Figure 1. Cell outlines without signal wires (run 1).
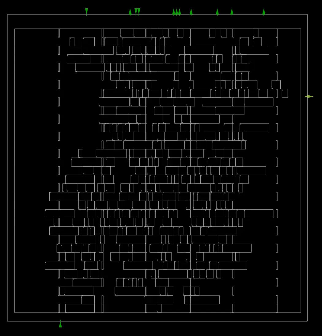
Figure 2. Where the registers sit (run 1).
Bar = 20 microns. Other sequential cells in the stronger gray, the rest of the logic in the fainter gray.
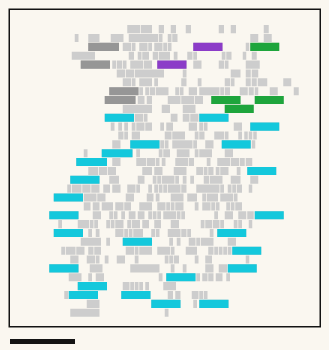
Figure 3. Metal 3 (run 1).
Bar = 20 microns.
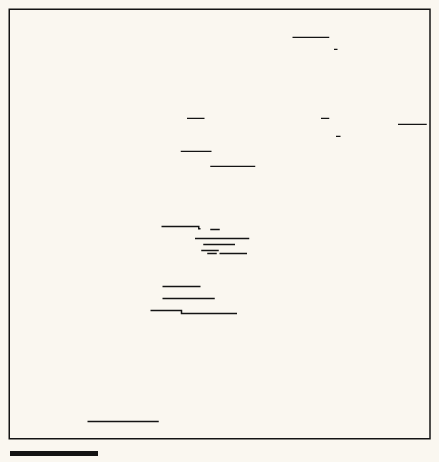
==> config.mk <==
export PLATFORM = sky130hd
export DESIGN_NAME = led_run_scheduler
export DESIGN_NICKNAME = d
export VERILOG_FILES = /design/src/rtl/led_run_scheduler.sv
export SDC_FILE = /design/constraint.sdc
export NUM_CORES = 1
export LEC_CHECK = 0
export ABC_AREA = 1
export CORE_AREA = 2 2 93 95
export CTS_BUF_LIST = sky130_fd_sc_hd__clkbuf_4
export DETAILED_ROUTE_END_ITERATION = 10
export DIE_AREA = 0 0 95 97
export HOLD_SLACK_MARGIN = 0.12
export PLACE_DENSITY = 0.47
export SETUP_SLACK_MARGIN = 0.1
export SLEW_MARGIN = 40
export SYNTH_ARGS = -nofsm -noshare
export SYNTH_HDL_FRONTEND = slang
export SYNTH_SLANG_ARGS = --single-unit
==> constraint.sdc <==
create_clock -name clk -period 1.4 [get_ports clk]
set_input_delay 0.35 -clock clk [delete_from_list [all_inputs] [get_ports clk]]
set_output_delay 0.35 -clock clk [all_outputs]
set_load 0.005 [all_outputs]
==> run summary, run 1 <==
Results of the run.

The kind of cell adding the most delay to the critical path is flip-flops. The design has 34 sequential cells. After synthesis, the share of flip-flops with an asynchronous set or reset is 1.00. The number of endpoints with negative hold slack in the final report is 0.

Clock-pin slew was measured on the worst setup and hold paths at 0.10 ns. The number of antenna violations at the first check in global routing is 0. During synthesis, Yosys emitted a total of 0 warnings.

The switching power as a share of total power is 0.359. The final RePlAce weighted congestion is 0.842. Synthesis inferred 34 register bits.

The power report attributes to the sequential group a share of 0.352. The final power report lists total power as 3.33 mW. The count of library flops with an enable pin is 0. The cell total in the yosys stat output is 281. The global-route track usage on met1 is 0.160. The detailed router used layers up to and including met4. Clock buffers in the final layout number 7.

The internal cell power is 2.13 mW. After clock tree synthesis, the setup repair step added 10 buffers. The wire length on met2 is 2610 microns. Measured on the final layout, the clock distribution area share stands at 0.0182. Summed over all instances, the cell type with the most area after synthesis is sky130_fd_sc_hd__dfrtp_1. The proportion of power drawn by combinational gates is 0.477.

Once detail routing completed, the nets flagged for antenna violations numbered 0. The net total in the final layout is 374. The area fraction of the largest cell type after synthesis is 0.408. The worst hold margin is 0.343 ns. The per-cell routed wire length is 11.5 microns.

The number of endpoints failing setup at the final stage is 24. The number of global-route vias before repair came to 1890. The final setup slack of the worst path is -0.238 ns. The CTS log lists the clock sinks for this run as 34. The final instance area is 3100 sq um. STA puts the critical path data arrival time at 1.29 ns. The number of instances in the synthesized netlist is 281.

The met1 routed wirelength after detailed routing is 2560 microns. In this run, placement finished with an instance count of 447. The layout overhead on the synthesized area is 53.3%. The part of the total power dissipated in the clock network is 0.171. The worst register-to-register path has a setup slack of -0.23 ns. The detailed-route via count is 1989. The leftover overflow at the end of global routing is 0. The depth of the most critical reg-to-reg path is 13. Summing over the stages, the warning tally comes to 31. The clock insertion delay at the later pin of the skew report is 0.34 ns. After detailed routing, the number of vias per cell comes to 4.22. The placed instances occupy a cell area of 2680 sq um. The number of buffers added by the clock tree synthesis step is 5. The number of DRC violations after detailed-routing iteration 0 is 68. The cell area after synthesis is 2020 sq um. The flow ran to the end, but the final reports show violations. Per the OpenROAD floorplan log, the area of the die is 9220 sq um.

The non-clock buffer instance count of the final layout is 80. The checks that failed: setup timing. The type of the setup path with the least slack is reg -> out. The non-clock inverter total of the final layout is 39. The layout contains a multi-input combinational cell count of 205. Looking at the clock tree report, the maximum root-to-sink buffer count equals 2. The worst setup path is launched from a flop. The prevailing post-synth register cell is sky130_fd_sc_hd__dfrtp_1. The maximum number of pins on one net before global-route repair is 35. For this run, the register share of the synthesized area comes to 0.421. The tool flagged a number of max-cap violations equal to 0. Total global-route track usage over all layers is 0.121.

The net count of the mapped netlist is 290.
Notes on Figure 1 above:
number of core rows: 33
floorplan core area: 8130 sq um
number of tapcells: 105
Final Util: 0.381
post-route non-filler standard cell count: 471

Notes on Figure 2 above:
color	name in the netlist	sequential cells
green	led	4
purple	grant	2
cyan	tick_cnt	24
not colored	4
Seq/total area: 0.276
register area: 856 sq um
P_seq: 1.17 mW

Notes on Figure 3 above:
wire length on this layer	134 microns
nets with wire on the layer	13
longest straight run	15.9 microns
main direction	horizontal
met3 track demand over resource in global routing: 0.0241
wire length reported by the detailed router: 5430 microns

-- run 1: worst min-delay path, stage by stage --
cell and delay [ns]:
sky130_fd_sc_hd__clkdlybuf4s50_1 0.40, sky130_fd_sc_hd__inv_1 0.09, sky130_fd_sc_hd__buf_12 0.21
-- run 1: cell families after synthesis --
logic type	synth area share
DFF	0.421
xor gates and xnor gates	0.0477
AOI/OAI and AO/OA	0.0173
adders and majority gates	0.0309
and+or+nand+nor	0.394
buffers and inverters	0.0829
muxes	0.00557
-- run 1: power groups by stage --
stage,clock (mW),combinational [mW],sequential [mW]
floorplan,0,0.597,1.18
global placement,0,1.12,1.17
detailed placement,0,1.11,1.18
CTS,0.605,1.32,1.16
global route,0.650,1.72,1.18
finish,0.569,1.59,1.17
--- run 2 (diff from run 1) ---
--- a/config.mk
+++ b/config.mk
@@ -5,11 +5,10 @@
 export SDC_FILE = /design/constraint.sdc
 export NUM_CORES = 1
 export LEC_CHECK = 0
-export ABC_AREA = 1
-export CORE_AREA = 2 2 93 95
+export CORE_AREA = 2 2 94 87
 export CTS_BUF_LIST = sky130_fd_sc_hd__clkbuf_4
 export DETAILED_ROUTE_END_ITERATION = 10
-export DIE_AREA = 0 0 95 97
+export DIE_AREA = 0 0 96 89
 export HOLD_SLACK_MARGIN = 0.12
 export PLACE_DENSITY = 0.47
 export SETUP_SLACK_MARGIN = 0.1
Figure 4. Cell classes on the final placement (run 2).
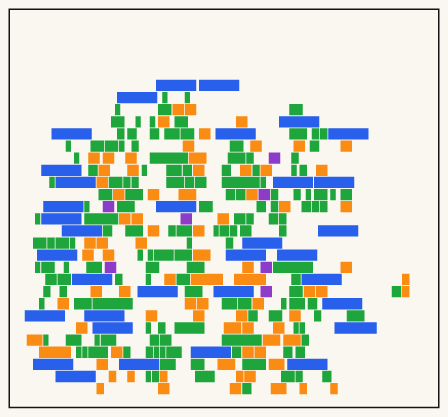
color	class	cells	share of their area
purple	clock drivers and dummy loads	7	2.0%
orange	other buffers and delay cells	81	24%
blue	flip-flops	34	32%
green	all other logic	153	42%
Seq/total area: 0.303
Final Util: 0.377
floorplan core area: 7470 sq um
final instance area: 2810 sq um
number of core rows: 30

==> run summary, run 2 <==
Results of the run.

Run status: finished with violations (unchanged). Violated checks: setup timing (unchanged). The synthesis warning total is 0 (unchanged). The net total in the final layout is 284 (was 374). The internal cell power is 1.84 mW (was 2.13 mW). The kind of cell adding the most delay to the critical path is simple AND/OR/NAND/NOR gates (was flip-flops).

The number of buffers on the longest clock path is 2 (unchanged). The number of max-cap violations is 0 (unchanged). The uppermost metal layer occupied by signal nets is met4 (unchanged). The complex-gate fraction of the synthesized area is 0.109 (was 0.0173). The standard cell area after detailed placement was 2490 sq um (was 2680 sq um). The simple-gate portion of the synthesized area is 0.272 (was 0.394). The prevailing post-synth register cell is sky130_fd_sc_hd__dfrtp_1 (unchanged). The wire length on met2 was 2190 microns (was 2610 microns). The number of flip-flops and latches in the synthesized netlist came to 34 (unchanged). The net count of the mapped netlist is 201 (was 290).

The cell total in the yosys stat output is 192 (was 281). The fraction of the mapped netlist area in adder cells is 0.0340 (was 0.0309). The total global routing track utilization was 0.125 (was 0.121). The heaviest power group is registers (was combinational cells). The share of the yosys chip area belonging to registers is 0.463 (was 0.421).

The maximum number of pins on one net before global-route repair came to 35 (unchanged). The proportion of power drawn by combinational gates was 0.378 (was 0.477). The largest area contributor in the netlist is sky130_fd_sc_hd__dfrtp_1 (unchanged). The number of endpoints failing setup at the final stage came to 34 (was 24).

The worst hold margin is 0.336 ns (was 0.343 ns). The power in sequential cells is 1.12 mW (was 1.17 mW). The number of global-route vias before repair is 1718 (was 1890). The filler-free cell count of the finished design is 371 (was 471). The number of warnings the tools reported is 31 (unchanged). The area share of xor/xnor cells in the synthesized design is 0.0619 (was 0.0476).

The final RePlAce weighted congestion is 0.801 (was 0.842). The count of placed standard cells including taps was 345 (was 447). The number of buffers added by the clock tree synthesis step was 5 (unchanged). The chip area was 8540 sq um (was 9220 sq um).

The type of the setup path with the least slack is reg -> reg (was reg -> out). The clock-pin slew reported for the worst setup and hold paths after clock tree synthesis is 0.11 ns (was 0.10 ns). The share of synthesized registers carrying an async set or reset was 1.00 (unchanged). The power attributed to the clock group is 0.572 mW (was 0.569 mW). The final setup slack of the worst path is -0.393 ns (was -0.238 ns).

The number of antenna violations at the first check in global routing is 0 (unchanged). The part of the total power dissipated in the clock network is 0.210 (was 0.171). The portion of netlist area occupied by mux cells is 0.0224 (was 0.00557). The number of endpoints with negative hold slack in the final report is 0 (unchanged). The per-cell routed wire length is 12.9 microns (was 11.5 microns).

The post-detailed-routing wire length is 4790 microns (was 5430 microns). The met1 routed wirelength after detailed routing is 2440 microns (was 2560 microns). The number of vias per cell after detailed routing was 4.56 (was 4.22).
run 2: cell types whose count changed after synthesis, sizes merged, moves of 7 or more:
cell   before  now
a21oi       2   10
inv        39   11
nand2      82   12
nand3      28   14
nor2       62   17
o21ai       5   12
or3         0    7
run 2: timing repair:
action,CTS,global route
setup buffers,12,7
resized,54,22
pin swaps,7,9
hold endpoints to repair,0,0
setup endpoints to repair,40,37
hold buffers,0,0
run 2: layout make-up:
type,count,area (sq um),share of cell area
Inverter,11,46.3,0.0165
Tap cell,96,120,0.0427
Multi-Input combinational cell,142,1080,0.386
Timing Repair Buffer,81,657,0.234
Clock buffer,7,52.6,0.0187
Sequential cell,34,852,0.303
Power is estimated from default activity; no workload was simulated.
